[src/rtl/pmi_arbiter.sv]
// rtl/pmi_arbiter.sv - I/D arbiter for the single pmi port; PMI_ARB_RR_EN selects round-robin tie-break
module pmi_arbiter #(
  parameter int AW      = 32,
  parameter int DW      = 32,
  parameter int TIMEOUT = 64
) (
  input  logic          clk,
  input  logic          rst_n,
  input  logic          i_req,
  input  logic [AW-1:0] i_addr,
  output logic          i_ack,
  output logic          i_err,
  output logic [DW-1:0] i_rdata,
  input  logic          d_req,
  input  logic          d_wr,
  input  logic [AW-1:0] d_addr,
  input  logic [DW-1:0] d_wdata,
  output logic          d_ack,
  output logic          d_err,
  output logic [DW-1:0] d_rdata,
  output logic          mem_rd,
  output logic          mem_wr,
  output logic [AW-1:0] mem_addr,
  output logic [DW-1:0] mem_wdata,
  input  logic [DW-1:0] mem_rdata,
  input  logic          mfc
);

  typedef enum logic [1:0] {IDLE, BUSY_I, BUSY_D} state_t;

  // Last timer value of a transaction; the abort fires when the timer sits here without mfc.
  localparam logic [7:0] TMAX = 8'(TIMEOUT - 1);

  state_t        state_q, state_d;
  logic [7:0]    timer_q, timer_d;
  logic          mem_rd_q, mem_rd_d;
  logic          mem_wr_q, mem_wr_d;
  logic [AW-1:0] mem_addr_q, mem_addr_d;
  logic [DW-1:0] mem_wdata_q, mem_wdata_d;
  logic          i_ack_q, i_ack_d, i_err_q, i_err_d;
  logic          d_ack_q, d_ack_d, d_err_q, d_err_d;
  logic [DW-1:0] i_rdata_q, i_rdata_d, d_rdata_q, d_rdata_d;
  logic          pick_d, pick_i;
`ifdef PMI_ARB_RR_EN
  // 1 when the D port received the most recent grant.
  logic          last_d_q, last_d_d;
`endif

  // Grant selection: D wins unless round-robin hands a tie to the port not served last.
  always_comb begin
    pick_d = 1'b0;
    pick_i = 1'b0;
`ifdef PMI_ARB_RR_EN
    if (d_req && i_req) pick_d = !last_d_q;
    else                pick_d = d_req;
`else
    pick_d = d_req;
`endif
    pick_i = i_req && !pick_d;
  end

  // Next-state and registered outputs of the IDLE/BUSY_I/BUSY_D controller.
  always_comb begin
    state_d     = state_q;
    timer_d     = timer_q;
    mem_rd_d    = mem_rd_q;
    mem_wr_d    = mem_wr_q;
    mem_addr_d  = mem_addr_q;
    mem_wdata_d = mem_wdata_q;
    i_ack_d     = 1'b0;
    i_err_d     = 1'b0;
    d_ack_d     = 1'b0;
    d_err_d     = 1'b0;
    i_rdata_d   = i_rdata_q;
    d_rdata_d   = d_rdata_q;
`ifdef PMI_ARB_RR_EN
    last_d_d    = last_d_q;
`endif
    case (state_q)
      IDLE: begin
        if (pick_d) begin
          state_d     = BUSY_D;
          timer_d     = '0;
          mem_rd_d    = !d_wr;
          mem_wr_d    = d_wr;
          mem_addr_d  = d_addr;
          mem_wdata_d = d_wr ? d_wdata : '0;
`ifdef PMI_ARB_RR_EN
          last_d_d    = 1'b1;
`endif
        end else if (pick_i) begin
          state_d     = BUSY_I;
          timer_d     = '0;
          mem_rd_d    = 1'b1;
          mem_wr_d    = 1'b0;
          mem_addr_d  = i_addr;
          mem_wdata_d = '0;
`ifdef PMI_ARB_RR_EN
          last_d_d    = 1'b0;
`endif
        end
      end
      BUSY_I, BUSY_D: begin
        if (mfc) begin
          // Completion wins over a timeout landing in the same cycle.
          state_d  = IDLE;
          mem_rd_d = 1'b0;
          mem_wr_d = 1'b0;
          if (state_q == BUSY_I) begin
            i_ack_d   = 1'b1;
            i_rdata_d = mem_rdata;
          end else begin
            d_ack_d = 1'b1;
            // Stores leave the last load data visible.
            if (mem_rd_q) d_rdata_d = mem_rdata;
          end
        end else if (timer_q == TMAX) begin
          state_d  = IDLE;
          mem_rd_d = 1'b0;
          mem_wr_d = 1'b0;
          if (state_q == BUSY_I) i_err_d = 1'b1;
          else                   d_err_d = 1'b1;
        end else begin
          timer_d = timer_q + 8'd1;
        end
      end
      default: state_d = IDLE;
    endcase
  end

  // State and output registers with synchronous active-low reset.
  always_ff @(posedge clk) begin
    if (!rst_n) begin
      state_q     <= IDLE;
      timer_q     <= '0;
      mem_rd_q    <= 1'b0;
      mem_wr_q    <= 1'b0;
      mem_addr_q  <= '0;
      mem_wdata_q <= '0;
      i_ack_q     <= 1'b0;
      i_err_q     <= 1'b0;
      d_ack_q     <= 1'b0;
      d_err_q     <= 1'b0;
      i_rdata_q   <= '0;
      d_rdata_q   <= '0;
`ifdef PMI_ARB_RR_EN
      last_d_q    <= 1'b0;
`endif
    end else begin
      state_q     <= state_d;
      timer_q     <= timer_d;
      mem_rd_q    <= mem_rd_d;
      mem_wr_q    <= mem_wr_d;
      mem_addr_q  <= mem_addr_d;
      mem_wdata_q <= mem_wdata_d;
      i_ack_q     <= i_ack_d;
      i_err_q     <= i_err_d;
      d_ack_q     <= d_ack_d;
      d_err_q     <= d_err_d;
      i_rdata_q   <= i_rdata_d;
      d_rdata_q   <= d_rdata_d;
`ifdef PMI_ARB_RR_EN
      last_d_q    <= last_d_d;
`endif
    end
  end

  assign mem_rd    = mem_rd_q;
  assign mem_wr    = mem_wr_q;
  assign mem_addr  = mem_addr_q;
  assign mem_wdata = mem_wdata_q;
  assign i_ack     = i_ack_q;
  assign i_err     = i_err_q;
  assign i_rdata   = i_rdata_q;
  assign d_ack     = d_ack_q;
  assign d_err     = d_err_q;
  assign d_rdata   = d_rdata_q;

endmodule

[config.mk]
export PLATFORM = sky130hd
export DESIGN_NAME = pmi_arbiter
export DESIGN_NICKNAME = d
export VERILOG_FILES = /design/src/rtl/pmi_arbiter.sv
export SDC_FILE = /design/constraint.sdc
export NUM_CORES = 1
export LEC_CHECK = 0
export ABC_AREA = 0
export ABC_CLOCK_PERIOD_IN_PS = 1900
export CAP_MARGIN = 25
export CELL_PAD_IN_SITES_DETAIL_PLACEMENT = 1
export CELL_PAD_IN_SITES_GLOBAL_PLACEMENT = 1
export CORE_MARGIN = 2
export CORE_UTILIZATION = 30
export CTS_CLUSTER_SIZE = 12
export DETAILED_ROUTE_END_ITERATION = 7
export HOLD_SLACK_MARGIN = 0.05
export MAX_ROUTING_LAYER = met4
export PLACE_DENSITY_LB_ADDON = 0.15
export SYNTH_ARGS = -nofsm -noshare
export SYNTH_HDL_FRONTEND = slang
export SYNTH_SLANG_ARGS = --single-unit
[constraint.sdc]
create_clock -name clk -period 1.9 [get_ports clk]
set_input_delay 0.285 -clock clk [delete_from_list [all_inputs] [get_ports clk]]
set_output_delay 0.285 -clock clk [all_outputs]
set_load 0.1 [all_outputs]
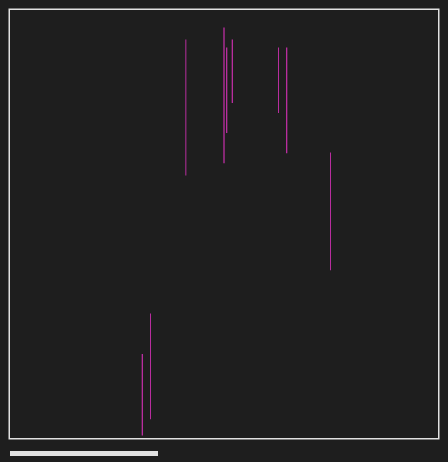
(signal wires on met4)
Bar = 50 um.
main direction: vertical
longest straight run: 45.6 um
wire length on this layer: 300 um
nets with wire on the layer: 9
total via count in the routed design: 5701
final WL: 19930 um

==> run summary <==
The full implementation flow was run.

The flow ran to the end, and the final reports show no timing, DRC or antenna violations. Per the TritonCTS log, the buffer count is 17. The total setup violations reported at the end of the flow stands at 0. Per the synthesis report, the simple-gate share of the synthesized area is 19.91%. The full die area stands at 0.02085 mm2. For reference, the critical path is captured by d_rdata[23]$_SDFFE_PN0P_. The final critical delay including setup and external delays stands at 1727 ps. STA shows the worst min-delay path finishing at mem_rd$_SDFFE_PN0P_. Per the layout area report, the combinational gate area comes to 0.002781 mm2. Clock tree synthesis found a total of roughly 140 sinks.

The routed design shows a via density per instance of 4.731. By instance count after routing, the leading logic cell type is nand2_1. After Yosys synthesis, AND-OR and OR-AND compound gates account for between 20% and 30% of the synthesized area. The share of the synthesized area in the top cell type stands at 48.74%. The flip-flop and latch share of the layout cell area stands at about a third. Looking at hold timing, the worst path starts from rst_n.

The core occupancy in the finished layout stands at 47.30%. In this run the most used layer during global routing was met2. The routability congestion estimate stands at between 0.7 and 0.8.

Looking at the gate-level netlist, the highest instance count belongs to nand2_1. In this run the critical path is formed by inv_1, ha_1, buf_4, and3_1, buf_4, nand2_1, a21boi_0. The data arrival time of the worst path stands at 2060 ps. The floorplan step set the die height to 144.4 um. The detailed router used layers up to and including met4. STA classifies the critical path endpoint as a flip-flop. For this run, the register share of the synthesized area comes to between 40% and 50%. Dividing the final minimum period by the clock period gives approximately nine tenths. The peak supply drop stands at about 660 uV. The area fraction in mux cells stands at between 5 and 6%. The endpoint identified for the worst register-to-register timing path is d_rdata[23]$_SDFFE_PN0P_. The total I/O pin count stands at 268. The critical path's slowest stage uses the library cell dfxtp_1. At the pin with the least slew margin, the transition time is 442.2 ps. After synthesis, the largest family of logic cells by area is AND-OR/OR-AND gates.

The antenna diode count stands at 0. The count of flip-flops with a built-in enable after synthesis stands at 0. The main area contributors are dfxtp_1 49%, nand2_1 13%, a21boi_0 12%.

TritonCTS built the clock tree. The worst setup slack for register-to-register paths stands at 170 ps. The horizontal die size stands at between 100 and 150 um. Setup repair after global routing left no endpoint under its margin. In the floorplan report the effective utilization is 30.49%.

Entering global routing, the biggest net connects about 53 pins. The detailed router reports a met2 wire length of 9983 um. Summed over all nets, the half-perimeter wirelength after detailed placement is 14860 um. The worst hold path cell count stands at 3. The netlist area before placement stands at a little under 0.006 mm2. Final hold analysis gives a worst-case slack of ~300 ps.

Per the GRT congestion report, total overflow comes to 0. The internal power summed over all cells stands at 5.689 mW. Overall routing resource usage recorded by global route was 19.74%.

The final sequential cell count stands at 144. The number of maximum-capacitance violations stands at 0. In the finished layout, the clock tree contains a buffer count of 17.

For this run, the post-layout net count is 1064. The clock slew seen by the registers of the worst setup and hold paths stands at about 70 ps. The skew report gives the latency at the later pin of the worst-skew pair as 420 ps. The area recorded from the Yosys report for this design is 0.005914 mm2. The total setup buffers inserted after CTS stands at 0. The worst register-to-register path depth is 7. In this run, power in combinational logic comes to 2.63 mW. For met1 alone, demand over resource in global routing was a little over a fifth. After layout the signal buffers, clock cells excluded, come to 28.44% of cell area. In the final layout, excluding clock buffers the buffer count is 291.

The yosys warning tally stands at 0.
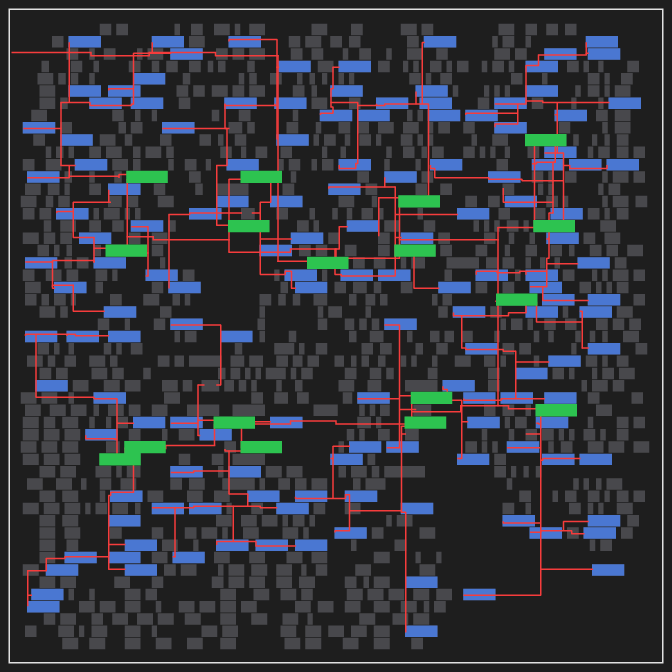
(clock network drawn from the DEF)
[clock wires] red | length: 2020 um
[cells driving clock nets] green | count: 17
[flip-flops] blue | count: 144
flops lie: widely spread
power share of the clock group: 34.6%
power attributed to the clock group: 3.14 mW

Power and IR drop assume default switching activity.
